$ cat src/rtl/mem_arbiter_pkg.sv
// Shared definitions for the main-memory arbiter: state encoding,
// owner encoding, bus width and default memory latency.
package mem_arbiter_pkg;

   localparam int DATA_W          = 16;
   localparam int MEM_LATENCY_DEF = 4;

   typedef enum logic [1:0] {
      IDLE    = 2'd0,
      GRANT_I = 2'd1,
      GRANT_D = 2'd2,
      WRITE_D = 2'd3
   } arb_state_t;

   typedef enum logic {
      OWNER_I = 1'b0,
      OWNER_D = 1'b1
   } owner_t;

endpackage

$ cat src/rtl/mem_outstanding_ctr.sv
// Saturating up/down counter with zero flag; tracks reads in flight.
// Ports: clk, rst (sync, high), inc, dec -> count, zero.
module mem_outstanding_ctr #(
   parameter int W = 4
) (
   input  logic         clk,
   input  logic         rst,
   input  logic         inc,
   input  logic         dec,
   output logic [W-1:0] count,
   output logic         zero
);

   localparam logic [W-1:0] MAX = '1;

   always_ff @(posedge clk) begin
      if (rst) begin
         count <= '0;
      end else if (inc && !dec) begin
         // Saturate rather than wrap; overflow is caught below.
         if (count != MAX) count <= count + W'(1);
      end else if (dec && !inc) begin
         if (count != '0) count <= count - W'(1);
      end
   end

   assign zero = (count == '0);

   a_no_overflow : assert property (
      @(posedge clk) disable iff (rst) !(inc && !dec && count == MAX)
   );

endmodule

$ cat src/rtl/mem_arbiter.sv
// Arbitrates the single main-memory port between I-cache fills and
// D-cache fills/write-through stores, round-robin on ties.
// Ports: I side (i_req/i_mem_read/i_addr -> i_grant/i_data_valid),
// D side (d_req/d_mem_read/d_addr/d_write/d_wdata -> d_grant/
// d_data_valid/d_write_done), memory bus (mem_enable/mem_wr/
// mem_addr/mem_wdata <- mem_data_valid).
module mem_arbiter
   import mem_arbiter_pkg::*;
#(
   parameter int MEM_LATENCY = MEM_LATENCY_DEF,
   parameter int CNT_W       = 4
) (
   input  logic              clk,
   input  logic              rst,
   input  logic              i_req,
   input  logic              i_mem_read,
   input  logic [DATA_W-1:0] i_addr,
   output logic              i_grant,
   output logic              i_data_valid,
   input  logic              d_req,
   input  logic              d_mem_read,
   input  logic [DATA_W-1:0] d_addr,
   input  logic              d_write,
   input  logic [DATA_W-1:0] d_wdata,
   output logic              d_grant,
   output logic              d_data_valid,
   output logic              d_write_done,
   output logic              mem_enable,
   output logic              mem_wr,
   output logic [DATA_W-1:0] mem_addr,
   output logic [DATA_W-1:0] mem_wdata,
   input  logic              mem_data_valid
);

   arb_state_t       state, state_nxt;
   owner_t           last_owner, last_nxt;
   logic [CNT_W-1:0] outstanding;
   logic             zero;
   logic             d_want;
   logic             rd_issue;
   logic             rd_return;

   always_ff @(posedge clk) begin
      if (rst) begin
         state      <= IDLE;
         last_owner <= OWNER_I;
      end else begin
         state      <= state_nxt;
         last_owner <= last_nxt;
      end
   end

   assign d_want = d_write | d_req;

   always_comb begin
      state_nxt    = state;
      last_nxt     = last_owner;
      i_grant      = 1'b0;
      d_grant      = 1'b0;
      mem_enable   = 1'b0;
      mem_wr       = 1'b0;
      mem_addr     = '0;
      mem_wdata    = '0;
      d_write_done = 1'b0;
      unique case (state)
         IDLE: begin
            // D wins alone, or on a tie when I owned last.
            if (d_want && (!i_req || last_owner == OWNER_I)) begin
               last_nxt  = OWNER_D;
               state_nxt = d_write ? WRITE_D : GRANT_D;
            end else if (i_req) begin
               last_nxt  = OWNER_I;
               state_nxt = GRANT_I;
            end
         end
         GRANT_I: begin
            i_grant    = 1'b1;
            mem_enable = i_mem_read;
            mem_addr   = i_addr;
            if (!i_req && zero) state_nxt = IDLE;
         end
         GRANT_D: begin
            d_grant    = 1'b1;
            mem_enable = d_mem_read;
            mem_addr   = d_addr;
            if (!d_req && zero) state_nxt = IDLE;
         end
         WRITE_D: begin
            mem_enable   = 1'b1;
            mem_wr       = 1'b1;
            mem_addr     = d_addr;
            mem_wdata    = d_wdata;
            d_write_done = 1'b1;
            state_nxt    = IDLE;
         end
         default: state_nxt = IDLE;
      endcase
   end

   assign rd_issue  = mem_enable & ~mem_wr;
   // Valids with nothing in flight are stale (e.g. after reset).
   assign rd_return = mem_data_valid & ~zero;

   mem_outstanding_ctr #(
      .W (CNT_W)
   ) u_ctr (
      .clk   (clk),
      .rst   (rst),
      .inc   (rd_issue),
      .dec   (rd_return),
      .count (outstanding),
      .zero  (zero)
   );

   assign i_data_valid = rd_return & i_grant;
   assign d_data_valid = rd_return & d_grant;

   a_latency_bound : assert property (
      @(posedge clk) disable iff (rst)
      int'(outstanding) <= MEM_LATENCY + 1
   );

endmodule

$ cat config.mk
export PLATFORM = sky130hd
export DESIGN_NAME = mem_arbiter
export DESIGN_NICKNAME = d
export VERILOG_FILES = /design/src/rtl/mem_arbiter_pkg.sv /design/src/rtl/mem_outstanding_ctr.sv /design/src/rtl/mem_arbiter.sv
export SDC_FILE = /design/constraint.sdc
export NUM_CORES = 1
export LEC_CHECK = 0
export ABC_AREA = 1
export CAP_MARGIN = 0
export CORE_MARGIN = 2
export CORE_UTILIZATION = 29
export DETAILED_ROUTE_END_ITERATION = 6
export PLACE_DENSITY = 0.87
export SYNTH_ARGS = -nofsm -noshare
export SYNTH_HDL_FRONTEND = slang
export SYNTH_SLANG_ARGS = --single-unit
$ cat constraint.sdc
create_clock -name clk -period 3.7 [get_ports clk]
set_input_delay 0.37 -clock clk [delete_from_list [all_inputs] [get_ports clk]]
set_output_delay 0.37 -clock clk [all_outputs]
set_load 0.01 [all_outputs]
==> run_results.csv, run 1 <==
group,metric,value,unit
run_status,status,"completed",
sta,finalSetupTns,0,ns
layout,comb_cells,88,
hold_path,hold_path.class,"reg -> reg",
synth,synthAdderAreaFrac,5.65,%
worst_setup_path,cp_slowest_cell,"nor2_2",
synth,top_area_share,17.6,%
sta,period_used_share,70.3,%
synth,syn_area_per_cell,6.23,um^2
global_route,track_usage,17.8,%
power,p_total,750,uW
sta,hold_slack,0.469,ns
placement,place_ws,1.19,ns
layout,layout-drive-gt1-share,7.69,%
clocking,cts_root_buf,"clkbuf_4",
clocking,cts_buffers,3,
worst_setup_path,cp-endpoint,"mem_addr[11]",
hold_path,hold_end,"last_owner",
run,tool_warnings,26,
worst_setup_path,crit_chain,"nor2_2 -> a22o_1 -> clkdlybuf4s50_1",
clocking,post_cts_buffers,0,
hold_path,hold_depth,2,
layout,regMostFlops,"u_ctr.count",
clocking,clkSinkCount,7,
layout,lay_top_count,"clkdlybuf4s50_1",
detailed_routing,met1_length,1200,um
sta,tightest_slew,0.733,ns
synth,xor_share,1.10,%
layout,inv_count,28,
synth,area_leaders,"a22o_1 (18%), dfxtp_1 (18%), nor2_1 (12%)",
synth,yosysCellCount,128,
layout,buffers_excl_clock,94,
synth,compound_area_share,26.8,%
sta,setup_viol,0,
power,p_sw,325,uW
layout,largest_cell_class,"non-clock buffers",
detailed_routing,first_iter_violations,36,
detailed_routing,wl_met2,1400,um
synth,synth_area,797,um^2
layout,mi_logic_area,527,um^2
detailed_routing,postRouteAntennaNets,0,
worst_setup_path,rrSetupSlack,1.20,ns
synth,ys_sh_simple,32.5,%
detailed_routing,firstDrtPassIters,4,
power,pwr-share-seq,19.9,%
layout,n_fill_cell,235,
detailed_routing,wl,2850,um
worst_setup_path,cp-start-kind,"flip-flop",
sta,slew_headroom,51.1,%
==> run 1: power by group through the flow <==
| stage | logic [uW] | registers, uW | clock network [uW] |
|---|---|---|---|
| floorplan | 318 | 129 | 0 |
| global placement | 522 | 150 | 0 |
| detailed placement | 532 | 151 | 0 |
| CTS | 534 | 149 | 75.0 |
| global route | 586 | 155 | 77.8 |
| finish | 529 | 149 | 72.5 |
==> run 1: per-stage QoR <==
stage,instances,utilization (%),area (um^2)
floorplan,128,-,797
global placement,248,65.2,1750
detailed placement,248,65.2,1750
CTS,252,66.2,1780
global route,252,66.2,1780
finish,252,66.2,1780
==> run 1: metal layers <==
layer	vias up	global-route usage, %
li1	593	-
met4	0	3.06
met3	2	5.07
met1	499	21.1
met5	-	0
met2	54	31.9
### Signal wires by layer, run 1

Scale bar: 20 um.
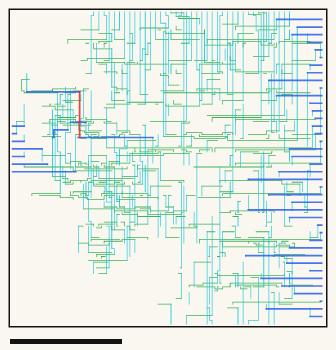
| color | layer | wire length |
|---|---|---|
| cyan | M2 | 1400 um |
| blue | M3 | 244 um |
| green | M1 | 1200 um |
| red | M4 | 8.20 um |

### Sequential cells colored by netlist name, run 1

Scale bar: 20 um.
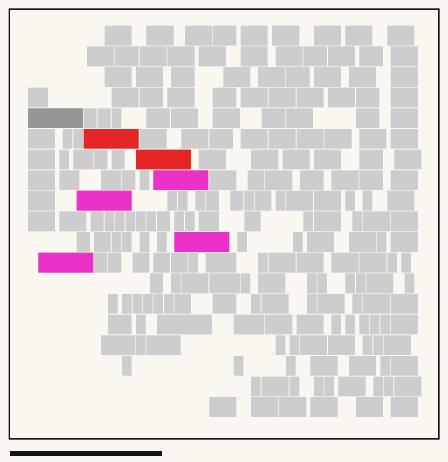
| color | name in the netlist | sequential cells |
|---|---|---|
| red | state | 2 |
| magenta | u_ctr.count | 4 |
not colored: 1
register area: 140 um^2
Seq area share: 7.88%

### Layout detail, run 1

Scale bar: 5 um. Region (18, 29) to (38, 49) um. Cells in gray, sequential cells in the stronger gray; small squares are vias.
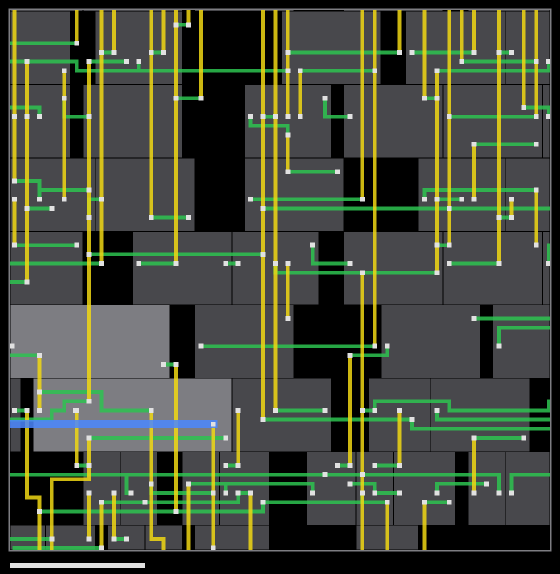
| color | layer |
|---|---|
| green | M1 |
| blue | M3 |
| yellow | M2 |
netlist names of flops here include: state (1), u_ctr.count (1)
cells with their middle in the window: 35
most frequent: clkdlybuf4s50_1 (17), a22o_1 (7)
sequential cells in the window: 2

==> run 2, diff against run 1 <==
--- a/config.mk
+++ b/config.mk
@@ -8,9 +8,9 @@
 export ABC_AREA = 1
 export CAP_MARGIN = 0
 export CORE_MARGIN = 2
-export CORE_UTILIZATION = 29
+export CORE_UTILIZATION = 27
 export DETAILED_ROUTE_END_ITERATION = 6
-export PLACE_DENSITY = 0.87
+export PLACE_DENSITY = 0.82
 export SYNTH_ARGS = -nofsm -noshare
 export SYNTH_HDL_FRONTEND = slang
 export SYNTH_SLANG_ARGS = --single-unit
==> constraint.sdc (replaced) <==
create_clock -name clk -period 2.7 [get_ports clk]
set_input_delay 0.27 -clock clk [delete_from_list [all_inputs] [get_ports clk]]
set_output_delay 0.27 -clock clk [all_outputs]
set_load 0.01 [all_outputs]
### Layout detail, run 2

Scale bar: 5 um. Region (19, 31) to (39, 51) um. Cells in gray, sequential cells in the stronger gray; small squares are vias.
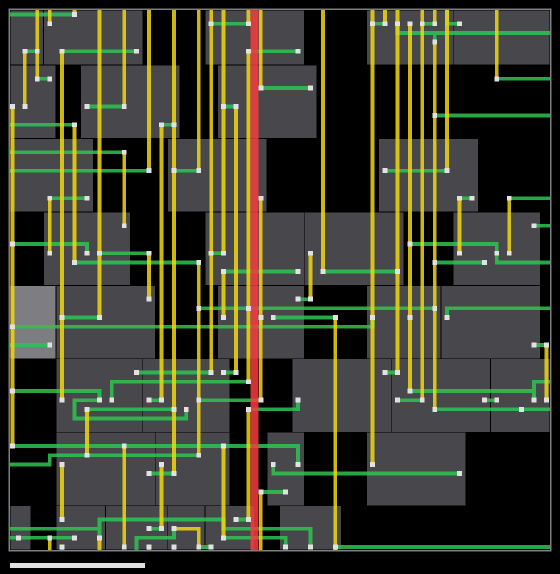

==> run 2 against run 1 <==
Non-clock buffer count up 2. Sequential share of layout area down 0.066 points. Combinational power up 42%. Worst setup slack worse by 0.70 ns. Die area up 6.9%. Via count up 0.87%. Hold slack better by 0.00085 ns. Global-route usage down 0.33 points. Final cell count up 0.79%. Clock power up 34%. Total power up 40%. Register-to-register slack worse by 0.80 ns. Largest power group unchanged. Highest routed layer unchanged.
==> run_results.csv, run 2 <==
group,metric,value,unit
run_status,status,"completed",
layout,mi_logic_area,527,um^2
power,p_comb,752,uW
synth,syn_area_per_cell,6.23,um^2
layout,layout-drive-gt1-share,8.52,%
clocking,cts_root_buf,"clkbuf_4",
power,power.group.top,"combinational logic",
power,clock_power,96.9,uW
detailed_routing,firstDrtPassIters,4,
synth,compound_area_share,26.8,%
synth,synth_area,797,um^2
worst_setup_path,cp-start-kind,"flip-flop",
sta,tightest_slew,0.486,ns
detailed_routing,wl_met2,1430,um
sta,setup_viol,0,
clocking,cts_buffers,3,
layout,n_fill_cell,253,
placement,dpl.cell_count,250,
run,tool_warnings,26,
global_route,grt_util_met2,30.0,%
synth,area_leaders,"a22o_1 (18%), dfxtp_1 (18%), nor2_1 (12%)",
global_route,grt_util_met1,20.5,%
global_route,use_met3,4.84,%
layout,regMostFlops,"u_ctr.count",
clocking,post_cts_buffers,0,
synth,xor_share,1.10,%
global_route,track_usage,17.5,%
synth,yosysCellCount,128,
placement,placed_area,1770,um^2
layout,final_area,1790,um^2
sta,period_used_share,85.1,%
layout,comb_cells,88,
power,p_total,1050,uW
synth,synthAdderAreaFrac,5.65,%
detailed_routing,first_iter_violations,42,
layout,largest_cell_class,"non-clock buffers",
-- run 2: worst max-delay path, stage by stage, from the launching register on --
cell	delay (ns)
dfxtp_1	0.62
nand2_2	0.30
inv_2	0.19
nor2_4	0.06
nand2_2	0.09
ha_1	0.27
nand2_1	0.08
nand2_1	0.04
nor2_1	0.13
nand3_1	0.12
nand2_1	0.10
nor2_2	0.04
nor2_1	0.09
nor2_1	0.05
-- run 2: per-stage QoR --
stage / util, % / hold WS, ns / worst slack (ns)
floorplan: - / 0.339 / 0.954
global placement: 63.5 / 0.457 / 0.500
detailed placement: 63.5 / 0.465 / 0.425
CTS: 64.5 / 0.473 / 0.418
global route: 64.5 / 0.497 / 0.206
finish: 64.5 / 0.470 / 0.403
==> run 3, diff against run 2 <==
--- a/config.mk
+++ b/config.mk
@@ -6,6 +6,7 @@
 export NUM_CORES = 1
 export LEC_CHECK = 0
 export ABC_AREA = 1
+export ABC_CLOCK_PERIOD_IN_PS = 2700
 export CAP_MARGIN = 0
 export CORE_MARGIN = 2
 export CORE_UTILIZATION = 27
### Selected gate families, run 3

Scale bar: 20 um.
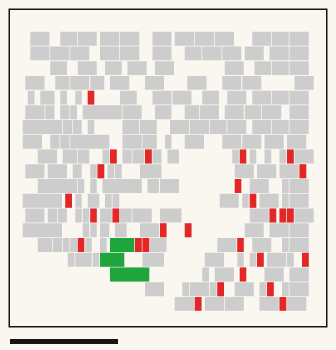
| color | family | cells |
|---|---|---|
| green | fa/ha/maj cells | 3 |
| red | inv cells | 28 |

==> run 3 against run 2 <==
Sequential power about the same. Sequential cell count unchanged. Highest routed layer unchanged. Die area unchanged. Wire length unchanged. Synthesized cell count unchanged. Global-route usage unchanged. Worst setup slack unchanged. Utilization unchanged. Largest cell class unchanged. Total power unchanged. Non-clock buffer count unchanged. Clock power about the same.
==> run_results.csv, run 3 <==
group,metric,value,unit
run_status,status,"completed",
placement,dpl.cell_count,250,
worst_setup_path,cp_num_cells,13,
placement,place_ws,0.425,ns
synth,xor_share,1.10,%
detailed_routing,firstDrtPassIters,4,
worst_setup_path,worst-path-buf-inv,1,
worst_setup_path,cp-start-kind,"flip-flop",
clocking,cts_hold_buffers,0,
global_route,grt_pass1_vias,1097,
sta,fin_crit,2.30,ns
sta,fin_ws,0.403,ns
clocking,cts_buffers,3,
worst_setup_path,worstReg2RegStart,"state[1]",
synth,area_leaders,"a22o_1 (18%), dfxtp_1 (18%), nor2_1 (12%)",
layout,fin_cells,254,
worst_setup_path,cp_slowest_cell,"dfxtp_1",
layout,biggestRegsByFlops,"u_ctr.count (4), state (2), last_owner (1)",
floorplan,core-area,2780,um^2
placement,portBuffers,94,
synth,top_area_share,17.6,%
worst_setup_path,critPathMaxStageDelay,0.62,ns
run,tool_warnings,26,
power,power.group.top,"combinational logic",
synth,synth_area,797,um^2
synth,top_area_cell,"a22o_1",
detailed_routing,met3WireLength,286,um
synth,synthAdderAreaFrac,5.65,%
power,clock_power,96.9,uW
worst_setup_path,path_class,"reg -> reg",
power,p_comb_share,71.8,%
detailed_routing,wl_met2,1430,um
power,p_comb,752,uW
sta,setup_viol,0,
detailed_routing,wl_per_cell,11.8,um
synth,syn_area_per_cell,6.23,um^2
power,pwr-share-seq,19.0,%
floorplan,die_y,58.3,um
clocking,cts_root_buf,"clkbuf_4",
sta,period_used_share,85.1,%
global_route,grt_util_met2,30.0,%
worst_setup_path,critPathTopFamily,"simple AND/OR/NAND/NOR gates",
layout,finish.utilization,64.5,%
sta,hold_slack,0.470,ns
layout,diodes,0,
synth,synthTopLogicFamily,"simple AND/OR/NAND/NOR gates",
synth,compound_area_share,26.8,%
detailed_routing,first_iter_violations,42,
detailed_routing,postRouteAntennaNets,0,
power,p_sw,454,uW
synth,yosysCellCount,128,
worst_setup_path,r2r_cells,13,
clocking,post_cts_buffers,0,
clocking,clkSinkCount,7,
worst_setup_path,crit_chain,"nand2_2 -> inv_2 -> nor2_4 -> nand2_2 -> ha_1 -> nand2_1 -> nand2_1 -> nor2_1 -> nand3_1 -> nand2_1 -> nor2_2 -> nor2_1 -> nor2_1",
layout,layout-drive-gt1-share,8.52,%
sta,final_hold_viol_count,0,
global_route,track_usage,17.5,%
global_route,use_met3,4.84,%
sta,tightest_slew,0.486,ns
global_route,grt_util_met1,20.5,%
layout,regMostFlops,"u_ctr.count",
## run 3: cell counts in the layout (fill, tap and decap cells not counted)
Identical to the previous run, type by type.
## run 3: logic make-up (layout without fill, tap and decap cells)
kind of cell | Yosys count | in the layout
flops | 7 | 7
simple gates | 55 | 55
compound gates | 29 | 29
xor+xnor | 1 | 1
fa+ha+maj | 3 | 3
buf+inv | 33 | 128
## run 3: through the flow
stage,area [um^2],power [uW]
global placement,1770,937
floorplan,797,613
CTS,1790,1050
finish,1790,1050
global route,1790,1150
detailed placement,1770,951
## run 3: area by class of cell
type                       count  area [um^2]
sequential                     7          140
clock buffer                   4         26.3
fill                         253          988
multi-input combinational     88          527
inverter                      28          105
tap                           31         38.8
timing repair buffer          96          956

## Gallery

Congestion heat map.
(a)
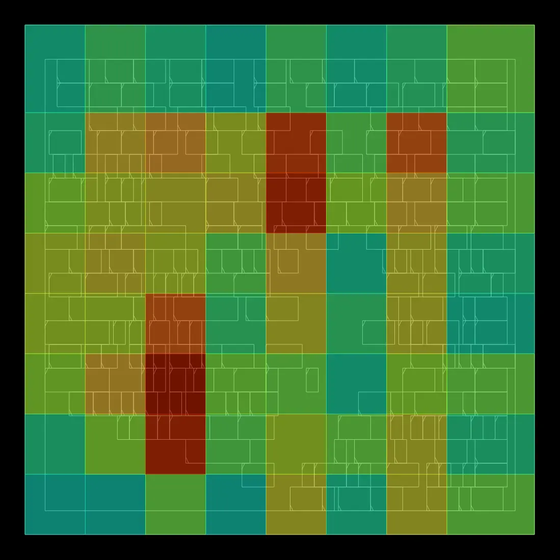
(b)
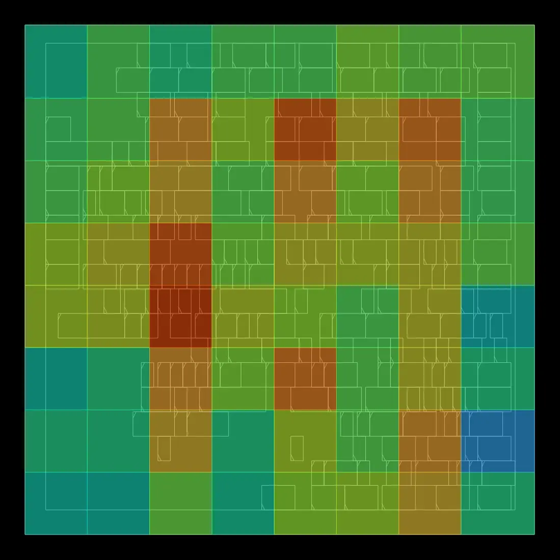
run 1: (b)
run 3: (a)

No activity file was given, so power comes from the tool's default toggle rates.
